--- src/rtl/mpadd64_seq_if.sv ---
// Operand/result bundle for the 64-bit sequential adder.
// The master side issues start with operands; the slave side returns
// busy/done status together with the sum, carry out and overflow flag.
interface mpadd64_seq_if;
  logic        start;
  logic [63:0] a;
  logic [63:0] b;
  logic        ci;
  logic        busy;
  logic        done;
  logic [63:0] s;
  logic        co;
  logic        ovf;

  modport master (
    output start, a, b, ci,
    input  busy, done, s, co, ovf
  );

  modport slave (
    input  start, a, b, ci,
    output busy, done, s, co, ovf
  );
endinterface

--- src/rtl/mpadd64_seq.sv ---
// 64-bit sequential adder: one 16-bit carry-lookahead adder is reused over
// four slices, least significant first. Carry ripples between slices via a
// carry register, so a result is produced five cycles after acceptance.

// 16-bit carry-lookahead adder built from four 4-bit lookahead groups.
module cla16 (
  input  logic [15:0] a,
  input  logic [15:0] b,
  input  logic        ci,
  output logic [15:0] s,
  output logic        co
);
  logic [15:0] p;
  logic [15:0] g;
  logic [3:0]  gg;
  logic [3:0]  gp;
  logic [4:0]  gc;
  logic [15:0] c;

  // Group generate/propagate, group carries, then in-group carries from the group carry-in.
  always_comb begin
    p  = a ^ b;
    g  = a & b;
    gg = 4'b0000;
    gp = 4'b0000;
    c  = 16'h0000;
    for (int j = 0; j < 4; j++) begin
      gg[j] = g[4*j+3]
            | (p[4*j+3] & g[4*j+2])
            | (p[4*j+3] & p[4*j+2] & g[4*j+1])
            | (p[4*j+3] & p[4*j+2] & p[4*j+1] & g[4*j]);
      gp[j] = p[4*j+3] & p[4*j+2] & p[4*j+1] & p[4*j];
    end
    gc[0] = ci;
    gc[1] = gg[0] | (gp[0] & ci);
    gc[2] = gg[1] | (gp[1] & gg[0]) | (gp[1] & gp[0] & ci);
    gc[3] = gg[2] | (gp[2] & gg[1]) | (gp[2] & gp[1] & gg[0])
          | (gp[2] & gp[1] & gp[0] & ci);
    gc[4] = gg[3] | (gp[3] & gg[2]) | (gp[3] & gp[2] & gg[1])
          | (gp[3] & gp[2] & gp[1] & gg[0])
          | (gp[3] & gp[2] & gp[1] & gp[0] & ci);
    for (int j = 0; j < 4; j++) begin
      c[4*j]   = gc[j];
      c[4*j+1] = g[4*j] | (p[4*j] & gc[j]);
      c[4*j+2] = g[4*j+1] | (p[4*j+1] & g[4*j]) | (p[4*j+1] & p[4*j] & gc[j]);
      c[4*j+3] = g[4*j+2] | (p[4*j+2] & g[4*j+1])
               | (p[4*j+2] & p[4*j+1] & g[4*j])
               | (p[4*j+2] & p[4*j+1] & p[4*j] & gc[j]);
    end
    s  = p ^ c;
    co = gc[4];
  end
endmodule

module mpadd64_seq (
  input  logic             clk,
  input  logic             rst,
  mpadd64_seq_if.slave     bus
);
  typedef enum logic [1:0] {
    IDLE = 2'd0,
    ADD  = 2'd1,
    DONE = 2'd2
  } state_t;

  state_t      state;
  logic [1:0]  idx;
  logic        carry;
  logic [63:0] a_r;
  logic [63:0] b_r;
  logic [15:0] slice_a;
  logic [15:0] slice_b;
  logic [15:0] slice_sum;
  logic        slice_co;

  // Route the operand slice selected by the slice index into the shared adder.
  always_comb begin
    slice_a = 16'h0000;
    slice_b = 16'h0000;
    case (idx)
      2'd0: begin slice_a = a_r[15:0];  slice_b = b_r[15:0];  end
      2'd1: begin slice_a = a_r[31:16]; slice_b = b_r[31:16]; end
      2'd2: begin slice_a = a_r[47:32]; slice_b = b_r[47:32]; end
      2'd3: begin slice_a = a_r[63:48]; slice_b = b_r[63:48]; end
      default: begin slice_a = 16'h0000; slice_b = 16'h0000; end
    endcase
  end

  cla16 u_cla16 (
    .a  (slice_a),
    .b  (slice_b),
    .ci (carry),
    .s  (slice_sum),
    .co (slice_co)
  );

  // Control FSM with registered status and result outputs.
  always_ff @(posedge clk or posedge rst) begin
    if (rst) begin
      state    <= IDLE;
      idx      <= 2'd0;
      carry    <= 1'b0;
      a_r      <= 64'h0;
      b_r      <= 64'h0;
      bus.s    <= 64'h0;
      bus.co   <= 1'b0;
      bus.ovf  <= 1'b0;
      bus.busy <= 1'b0;
      bus.done <= 1'b0;
    end else begin
      case (state)
        IDLE: begin
          bus.done <= 1'b0;
          if (bus.start) begin
            a_r      <= bus.a;
            b_r      <= bus.b;
            carry    <= bus.ci;
            bus.s    <= 64'h0;
            idx      <= 2'd0;
            bus.busy <= 1'b1;
            state    <= ADD;
          end
        end
        ADD: begin
          case (idx)
            2'd0:    bus.s[15:0]  <= slice_sum;
            2'd1:    bus.s[31:16] <= slice_sum;
            2'd2:    bus.s[47:32] <= slice_sum;
            2'd3:    bus.s[63:48] <= slice_sum;
            default: bus.s[15:0]  <= slice_sum;
          endcase
          carry <= slice_co;
          idx   <= idx + 2'd1;
          if (idx == 2'd3) begin
            // Final slice: carry out of bit 63 and signed overflow of the full word.
            bus.co   <= slice_co;
            bus.ovf  <= (a_r[63] == b_r[63]) && (slice_sum[15] != a_r[63]);
            bus.done <= 1'b1;
            state    <= DONE;
          end
        end
        DONE: begin
          bus.done <= 1'b0;
          bus.busy <= 1'b0;
          idx      <= 2'd0;
          state    <= IDLE;
        end
        default: begin
          bus.done <= 1'b0;
          bus.busy <= 1'b0;
          idx      <= 2'd0;
          state    <= IDLE;
        end
      endcase
    end
  end
endmodule

--- src/flat_wrapper.sv ---
// flat-port wrapper written by rule: the top's interface ports become plain ports
module mpadd64_seq_flat 
  (clk, rst, bus_start, bus_a, bus_b, bus_ci, bus_busy, bus_done, bus_s, bus_co, bus_ovf);
  mpadd64_seq_if bus_i ();
  input  logic clk;
  input  logic rst;
  input wire logic [$bits(bus_i.start)-1:0] bus_start;
  input wire logic [$bits(bus_i.a)-1:0] bus_a;
  input wire logic [$bits(bus_i.b)-1:0] bus_b;
  input wire logic [$bits(bus_i.ci)-1:0] bus_ci;
  output wire logic [$bits(bus_i.busy)-1:0] bus_busy;
  output wire logic [$bits(bus_i.done)-1:0] bus_done;
  output wire logic [$bits(bus_i.s)-1:0] bus_s;
  output wire logic [$bits(bus_i.co)-1:0] bus_co;
  output wire logic [$bits(bus_i.ovf)-1:0] bus_ovf;
  assign bus_i.start = bus_start;
  assign bus_i.a = bus_a;
  assign bus_i.b = bus_b;
  assign bus_i.ci = bus_ci;
  assign bus_busy = bus_i.busy;
  assign bus_done = bus_i.done;
  assign bus_s = bus_i.s;
  assign bus_co = bus_i.co;
  assign bus_ovf = bus_i.ovf;
  mpadd64_seq u_core (.clk(clk), .rst(rst), .bus(bus_i));
endmodule
--- config.mk ---
export PLATFORM = sky130hd
export DESIGN_NAME = mpadd64_seq_flat
export DESIGN_NICKNAME = d
export VERILOG_FILES = /design/src/rtl/mpadd64_seq_if.sv /design/src/rtl/mpadd64_seq.sv /design/src/flat_wrapper.sv
export SDC_FILE = /design/constraint.sdc
export NUM_CORES = 1
export LEC_CHECK = 0
export CAP_MARGIN = 10
export CORE_UTILIZATION = 35
export DETAILED_ROUTE_END_ITERATION = 7
export GPL_TIMING_DRIVEN = 0
export SYNTH_ARGS = -nofsm -noshare
export SYNTH_HDL_FRONTEND = slang
export SYNTH_SLANG_ARGS = --single-unit
--- constraint.sdc ---
create_clock -name clk -period 13.4 [get_ports clk]
set_clock_uncertainty 0.15 [all_clocks]
set_input_delay 2.68 -clock clk [delete_from_list [all_inputs] [get_ports clk]]
set_output_delay 2.68 -clock clk [all_outputs]
set_load 0.1 [all_outputs]
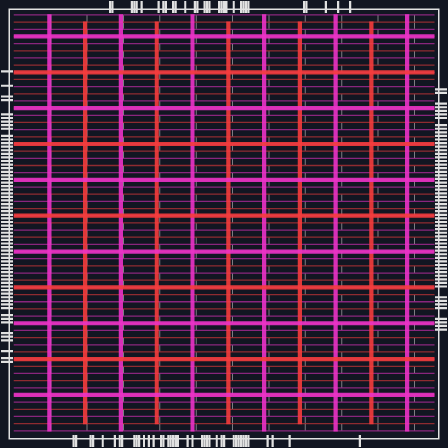
**Above:** power grid.
Pins as bars on the die edge. Tap cells in grey.
- VDD: red
- VSS: magenta
- signal pins: 200
- tap cells: 330
- met4 straps: 11

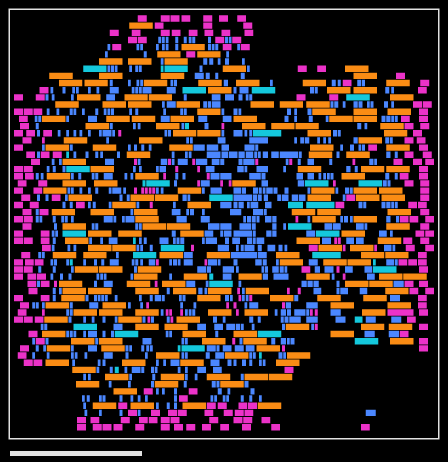
**Above:** cell classes on the final placement.
Scale bar: 50 um.
- clock drivers and dummy loads: cyan (cells 38; share of their area 6.1%)
- remaining buffers and delay cells: magenta (cells 256; share of their area 19%)
- registers: orange (cells 201; share of their area 43%)
- remaining logic cells: blue (cells 702; share of their area 32%)

==> flow_summary_export.csv <==
group,metric,value,unit
run_status,run_status,"complete, no violations",
synth,top_logic_kind,"simple AND/OR/NAND/NOR gates",
floorplan,core,0.0252,mm^2
layout,mostFrequentLayoutCells,"401 x nand2_1, 201 x dfrtp_1, 199 x clkdlybuf4s50_1",
sta,setup_viol,0,
drt,ant_nets,0,
power,static-leakage-power,0.00572,uW
clock_network,numCtsBuffers,22,
synth,synth-seq-cells,201,
sta,tns,0,ns
hold_path,hold_path.class,"reg -> reg",
setup_path,cp_slowest_cell,"clkdlybuf4s50_1",
layout,instances_no_fill,1527,
clock_network,cts.reportedPaths.clkPinSlew,0.06,ns
drt,routed_wirelength,27900,um
synth,synthXorXnorAreaFrac,0.00765,
floorplan,die_area,0.0264,mm^2
floorplan,initCoreUtil,0.357,
placement,place_hpwl,20900,um
sta,finalCritPeriodShare,0.364,
setup_path,cp_top_family,"buffers and inverters",
clock_network,h-tree-depth,1,
global_routing,grt_overflow,0,
synth,yosysWarnings,0,
sta,worst_pin_slew,1.04,ns
synth,topCellsByArea,"dfrtp_1 56%, nand2_1 17%, o21ai_0 3.7%, mux2i_1 3.2%, a222oi_1 3.1%",
synth,synthCells,959,
synth,yosys_area,0.00900,mm^2
placement,placed_cells,1489,
setup_path,end_kind,"output port",
synth,common_cells,"401 x nand2_1, 201 x dfrtp_1, 67 x o21ai_0, 50 x clkbuf_1, 39 x inv_1",
drt,viasPerCell,5.02,
synth,synth-adder-area-share,0.0367,
setup_path,cpPeakStageDelay,1.15,ns
floorplan,die_w,162,um
synth,fp_nets,1115,
setup_path,worstPathRequired,10.57,ns
placement,numPortBuffers,199,
sta,holdWs,0.322,ns
## power by group
part	internal (uW)	total, uW	leakage, uW	switching [uW]
Combinational	624	2080	0.00283	1460
Sequential	877	1020	0.00254	146
Clock	362	607	0.000346	244
## cell type report
| cell class | count | area (um^2) | share of cell area |
|---|---|---|---|
| sequential | 201 | 5030 | 0.414 |
| clock buffer | 30 | 581 | 0.0478 |
| tap | 330 | 413 | 0.0340 |
| timing repair buffer | 200 | 2020 | 0.166 |
| buffer | 56 | 210 | 0.0173 |
| multi-input combinational | 663 | 3610 | 0.297 |
| clock inverter | 8 | 130 | 0.0107 |
| inverter | 39 | 154 | 0.0127 |
## metal layers
layer	vias up	track usage	part of all wire
met5	-	0	0
met4	0	0.0579	0.023
met3	38	0.0300	0.070
met2	306	0.336	0.45
met1	3677	0.305	0.45
li1	3638	-	-
Power figures rest on the tool's default switching activity, not on a simulated workload.
